layer_met4.png
Supply wires on this layer in grey.
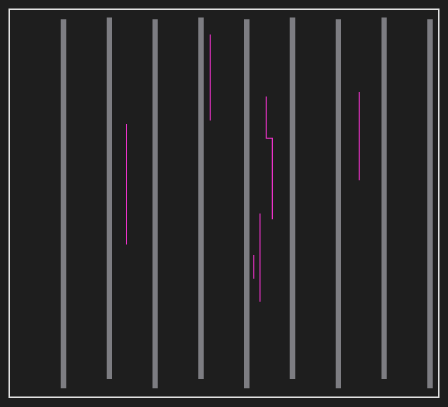
clocks.png
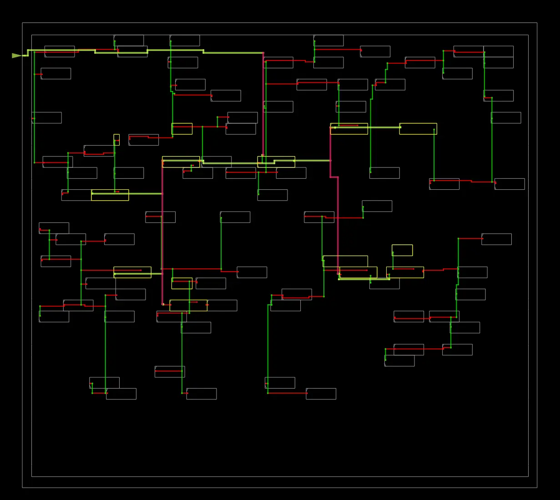
File: config.mk
export PLATFORM = sky130hd
export DESIGN_NAME = mash_dsm_gen_flat
export DESIGN_NICKNAME = d
export VERILOG_FILES = /design/src/rtl/mash_dsm_gen_if.sv /design/src/rtl/mash_dsm_gen.sv /design/src/flat_wrapper.sv
export SDC_FILE = /design/constraint.sdc
export NUM_CORES = 1
export LEC_CHECK = 0
export CAP_MARGIN = 30
export CORE_ASPECT_RATIO = 0.9
export CORE_MARGIN = 2
export CORE_UTILIZATION = 40
export DETAILED_ROUTE_END_ITERATION = 16
export PLACE_DENSITY = 0.62
export SETUP_SLACK_MARGIN = 0.02
export SKIP_LAST_GASP = 1
export SYNTH_ARGS = -nofsm -noshare
export SYNTH_HDL_FRONTEND = slang
export SYNTH_SLANG_ARGS = --single-unit
export TNS_END_PERCENT = 1
File: constraint.sdc
create_clock -name clk -period 10.5 [get_ports clk]
set_input_delay 2.625 -clock clk [delete_from_list [all_inputs] [get_ports clk]]
set_output_delay 2.625 -clock clk [all_outputs]
set_load 0.01 [all_outputs]
File: src/rtl/mash_dsm_gen_if.sv
// Control/data bundle between the frequency-word source and the MASH modulator.
// The master drives the word and strobes; the slave returns the modulated code.
interface mash_dsm_gen_if #(
  parameter int INT_W  = 4,
  parameter int FRAC_W = 16,
  parameter int OUT_W  = 4
);
  logic              ld;
  logic [INT_W-1:0]  in_i;
  logic [FRAC_W-1:0] in_f;
  logic              en;
  logic              clr;
  logic [OUT_W-1:0]  out;
  logic              out_vld;
  logic              sat;

  modport master (
    output ld, in_i, in_f, en, clr,
    input  out, out_vld, sat
  );

  modport slave (
    input  ld, in_i, in_f, en, clr,
    output out, out_vld, sat
  );
endinterface

File: src/rtl/mash_dsm_gen.sv
// Parametrised MASH-1-1-1 delta-sigma modulator with clamp, optional LFSR dither,
// load strobe, clock enable and accumulator clear.
module mash_dsm_gen #(
  parameter int INT_W   = 4,
  parameter int FRAC_W  = 16,
  parameter int OUT_W   = 4,
  parameter int ORDER   = 3,
  parameter int OUT_MIN = 0,
  parameter int OUT_MAX = 15,
  parameter int DITHER  = 0
) (
  input  logic                clk,
  input  logic                rst_n,
  mash_dsm_gen_if.slave       bus
);
  localparam int VW = INT_W + 3;

  if (ORDER < 1 || ORDER > 3) begin : g_bad_order
    $error("mash_dsm_gen: ORDER must be 1, 2 or 3");
  end
  if (OUT_MAX > (2 ** OUT_W) - 1 || OUT_MIN > OUT_MAX) begin : g_bad_clamp
    $error("mash_dsm_gen: clamp limits do not fit OUT_W");
  end

  logic [INT_W-1:0]  i_reg;
  logic [FRAC_W-1:0] f_reg;
  logic [15:0]       lfsr_reg;
  logic [15:0]       lfsr_next;
  logic              c2d_reg, c3d_reg, c3dd_reg;
  logic [OUT_W-1:0]  out_reg;
  logic              out_vld_reg;
  logic              sat_reg;
  logic              dither_bit;

  assign dither_bit = (DITHER != 0) ? lfsr_reg[0] : 1'b0;
  assign lfsr_next  = {lfsr_reg[0] ^ lfsr_reg[2] ^ lfsr_reg[3] ^ lfsr_reg[5], lfsr_reg[15:1]};

  // Each active stage integrates the previous stage's new residue; inactive stages
  // exist only as a constant-zero carry so the output combiner stays uniform.
  genvar gi;
  for (gi = 0; gi < 3; gi++) begin : g_stage
    logic carry;
    if (gi < ORDER) begin : g_on
      logic [FRAC_W-1:0] acc_reg;
      logic [FRAC_W-1:0] addend;
      logic              cin;
      logic [FRAC_W:0]   sum;
      logic [FRAC_W-1:0] low;

      if (gi == 0) begin : g_first
        assign addend = f_reg;
        assign cin    = dither_bit;
      end else begin : g_chain
        assign addend = g_stage[gi-1].g_on.low;
        assign cin    = 1'b0;
      end

      assign sum   = {1'b0, acc_reg} + {1'b0, addend} + {{FRAC_W{1'b0}}, cin};
      assign low   = sum[FRAC_W-1:0];
      assign carry = sum[FRAC_W];

      always_ff @(posedge clk) begin
        if (!rst_n || bus.clr) begin
          acc_reg <= '0;
        end else if (bus.en) begin
          acc_reg <= low;
        end
      end
    end else begin : g_off
      assign carry = 1'b0;
    end
  end

  logic               c1, c2, c3;
  logic [VW-1:0]      y;
  logic [VW-1:0]      v;
  logic signed [31:0] v_ext;
  logic signed [31:0] clamp_val;
  logic [OUT_W-1:0]   out_next;
  logic               sat_next;

  assign c1 = g_stage[0].carry;
  assign c2 = g_stage[1].carry;
  assign c3 = g_stage[2].carry;

  // Two's-complement arithmetic in VW bits; y spans -3..+4 so i_reg + y never wraps.
  always_comb begin
    y         = VW'(c1) + VW'(c2) - VW'(c2d_reg) + VW'(c3) - (VW'(c3d_reg) << 1) + VW'(c3dd_reg);
    v         = {3'b000, i_reg} + y;
    v_ext     = {{(32-VW){v[VW-1]}}, v};
    clamp_val = v_ext;
    if (v_ext < OUT_MIN) begin
      clamp_val = OUT_MIN;
    end else if (v_ext > OUT_MAX) begin
      clamp_val = OUT_MAX;
    end
    out_next = clamp_val[OUT_W-1:0];
    sat_next = (clamp_val != v_ext);
  end

  always_ff @(posedge clk) begin
    if (!rst_n) begin
      i_reg       <= '0;
      f_reg       <= '0;
      lfsr_reg    <= 16'hACE1;
      c2d_reg     <= 1'b0;
      c3d_reg     <= 1'b0;
      c3dd_reg    <= 1'b0;
      out_reg     <= '0;
      out_vld_reg <= 1'b0;
      sat_reg     <= 1'b0;
    end else begin
      if (bus.ld) begin
        i_reg <= bus.in_i;
        f_reg <= bus.in_f;
      end
      if (bus.clr) begin
        c2d_reg     <= 1'b0;
        c3d_reg     <= 1'b0;
        c3dd_reg    <= 1'b0;
        out_vld_reg <= 1'b0;
      end else if (bus.en) begin
        c2d_reg     <= c2;
        c3d_reg     <= c3;
        c3dd_reg    <= c3d_reg;
        out_reg     <= out_next;
        sat_reg     <= sat_next;
        out_vld_reg <= 1'b1;
        lfsr_reg    <= lfsr_next;
      end else begin
        out_vld_reg <= 1'b0;
      end
    end
  end

  assign bus.out     = out_reg;
  assign bus.out_vld = out_vld_reg;
  assign bus.sat     = sat_reg;
endmodule
File: src/flat_wrapper.sv
// flat-port wrapper written by rule: the top's interface ports become plain ports
module mash_dsm_gen_flat 
#(
  parameter int INT_W   = 4,
  parameter int FRAC_W  = 16,
  parameter int OUT_W   = 4,
  parameter int ORDER   = 3,
  parameter int OUT_MIN = 0,
  parameter int OUT_MAX = 15,
  parameter int DITHER  = 0
)
  (clk, rst_n, bus_ld, bus_in_i, bus_in_f, bus_en, bus_clr, bus_out, bus_out_vld, bus_sat);
  mash_dsm_gen_if #(.INT_W(INT_W), .FRAC_W(FRAC_W), .OUT_W(OUT_W)) bus_i ();
  input  logic clk;
  input  logic rst_n;
  input wire logic [$bits(bus_i.ld)-1:0] bus_ld;
  input wire logic [$bits(bus_i.in_i)-1:0] bus_in_i;
  input wire logic [$bits(bus_i.in_f)-1:0] bus_in_f;
  input wire logic [$bits(bus_i.en)-1:0] bus_en;
  input wire logic [$bits(bus_i.clr)-1:0] bus_clr;
  output wire logic [$bits(bus_i.out)-1:0] bus_out;
  output wire logic [$bits(bus_i.out_vld)-1:0] bus_out_vld;
  output wire logic [$bits(bus_i.sat)-1:0] bus_sat;
  assign bus_i.ld = bus_ld;
  assign bus_i.in_i = bus_in_i;
  assign bus_i.in_f = bus_in_f;
  assign bus_i.en = bus_en;
  assign bus_i.clr = bus_clr;
  assign bus_out = bus_i.out;
  assign bus_out_vld = bus_i.out_vld;
  assign bus_sat = bus_i.sat;
  mash_dsm_gen #(.INT_W(INT_W), .FRAC_W(FRAC_W), .OUT_W(OUT_W), .ORDER(ORDER), .OUT_MIN(OUT_MIN), .OUT_MAX(OUT_MAX), .DITHER(DITHER)) u_core (.clk(clk), .rst_n(rst_n), .bus(bus_i));
endmodule
==> datasheet_impl.txt <==
Table: implementation figures

Parameter                              Value

Outcome
  Outcome    completed

Timing
  Number of setup violations in the final report    0
  Setup TNS    0 ns
  RSZ-0062 raised after global routing    no
  Worst hold slack across all endpoints    about 0.46 ns
  Max Clk Rate    129 MHz
  Final count of pins violating max slew    0
  Final clock skew    0.00836 ns

Min path
  Type of the tightest min-delay check    flip-flop to flip-flop
  Start point of the worst min-delay path    u_core.g_stage[0].g_on.acc_reg[10]$_SDFFE_PP0P_
  Min-Delay Endpoint    u_core.g_stage[0].g_on.acc_reg[10]$_SDFFE_PP0P_
  Instance count along the most critical hold path    2

Final layout
  Cell area after layout    6180 µm²
  Number of antenna diodes    0
  Leading cell kind    combinational gates
  Proportion of cell area occupied by multi-input gates    59.3%
  Number of flip-flops in the largest register    48
  Share of final layout cell area taken by non-clock buffers    5.51%
  Clock network contribution to total cell area    4.86%
  Leading cell types in the layout, fill and taps excluded    dfxtp_1, ha_1, a21oi_1, nor2_1, nand2_1
  Number of non-clock inverters in the layout    32
  Most instantiated logic cell after routing    dfxtp_1
  Number of non-clock buffers    36
  Register share of the cell area    25.0%
  Count of fill cells added during filler insertion    1,291
  Multi-input gates    between 500 and 600
  Multi-input gate area in the final layout    3660 µm²
  Utilization of the core after routing    around 46%
  Final standard cell count with taps included and fillers excluded    832
  Nets    754

Global route
  Top Usage Layer GRT    met2
  Number of antenna violations at the first check in global routing    1
  Grt met3 use    3.27%
  Global-route wire length before repair    20,500 µm
  Met2 global-route usage    27.3%
  Via count of the first global-routing pass    4,239
  Pin count of the biggest net entering global routing    54
  Total global-route track usage    17.4%
  GR Util met1    24.8%

Detailed routing
  1st-pass router iterations    5
  DRC violation total after the first TritonRoute iteration    306
  Met1 Routed Length    6430 µm
  Number of antenna-violating nets in the routed design    0
  Routed wire length per instance    approximately 15 µm
  Routed Wire Length    12,500 µm
  Met2 wire len    between 5000 and 6000 µm
  Detail-routed via count per cell    5.45
  Met3 WL post-DR    ~430 µm
  Via count    between 4,000 and 5,000

Die
  Boundary Pins    31
  Number of rows in the core area    40
  Die Outline Area    approximately 15,000 µm²
  Core Area    13,300 µm²
  Floorplan core density    approximately two fifths

Synth
  Number of different library cells in the post-synthesis netlist    56
  Number of nets at floorplan    733
  Flops & latches, synth    just under 80
  Warnings, synthesis    0
  Number of cell instances after yosys synthesis    640
  Post-synth EDFFs    0
  Synth cell count leaders    dfxtp_1, ha_1, a21oi_1, nand2_1, nor2_1
  Sequential share of the synthesized area    between 20% and 30%
  Adder-cell share of the synthesized area    16.6%
  Fraction of post-synthesis cell area in the top cell type by area    28.4%
  Top flip-flop cell by instance count after synthesis    dfxtp_1
  Fraction of synthesis flops using an asynchronous set or reset pin    0%
  Largest family of logic cells by area    AND-OR/OR-AND gates
  AND/OR/NAND/NOR Cells, Area Fraction    approximately 17%
  Netlist area before placement    ~5400 µm²
  XOR/XNOR Area Share    5.97%
  Leading cell types by total area after synthesis    dfxtp_1, ha_1, mux2i_1

Clock tree
  Clock transition time at the flip-flop clock pins of the worst setup and hold paths    approximately 0.06 ns
  Count of buffers added by post-CTS timing repair for setup    0
  Root Driver    clkbuf_16
  Number of H-tree branching levels    3
  Number of buffers added to fix hold violations after cts    0
  Quantity of gates resized following cts    0
  Clock tree from TritonCTS    done

Critical path
  Capturing element type of the critical path    flip-flop
  Total stage count of the critical path    33
  Critical path origin    u_core.g_stage[0].g_on.acc_reg[0]$_SDFFE_PP0P_
  Category of the most critical setup path    flip-flop to flip-flop
  Endpoint of the lowest-slack register-to-register path    u_core.bus.out[0]$_SDFFE_PN0P_
  Largest fanout on the critical path    6
  Startpoint type of the worst setup path    flip-flop
  Master of the slowest instance on the critical path    fa_1
  Most repeated library cell on the critical path    ha_1
  Worst r2r src    u_core.g_stage[0].g_on.acc_reg[0]$_SDFFE_PP0P_
  Kind of cell with the highest combined delay on the critical path    AND-OR/OR-AND gates

Pwr
  Sw power    0.209 mW
  Power attributed to sequential cells    0.313 mW
  Pwr per Cell Area    127 nW/µm²
  Power attributed to combinational cells    0.153 mW
  Post-layout total power    0.782 mW
  Clock group share of total power    40.5%
  Leakage dissipation    roughly 2.8 nW

Place
  Final estimated routing congestion in global placement    about 0.88
  Post-Place Cells    between 800 and 900
  Quantity of I/O buffers inserted on ports    30
  Placed Instance Area    5880 µm²
  Total half-perimeter wirelength after legalization and detailed placement    9040 µm

Job
  Max-capacitance violation count    0
  Number of warnings in the stage logs    31
-- layer_met4.png (at the start) --
share of all routed wire = 1.3%
longest straight run = 35.4 µm
wire length on this layer = 157 µm
nets with wire on the layer = 5
main direction = vertical

-- clocks.png (at the start) --
Clk. pwr: 0.317 mW
worst-skew pair later-pin latency: 0.33 ns
registers: 77
count of clock tree sinks: 77
number of buffers inserted during clock tree synthesis: 9

No activity file was given, so power comes from the tool's default toggle rates.
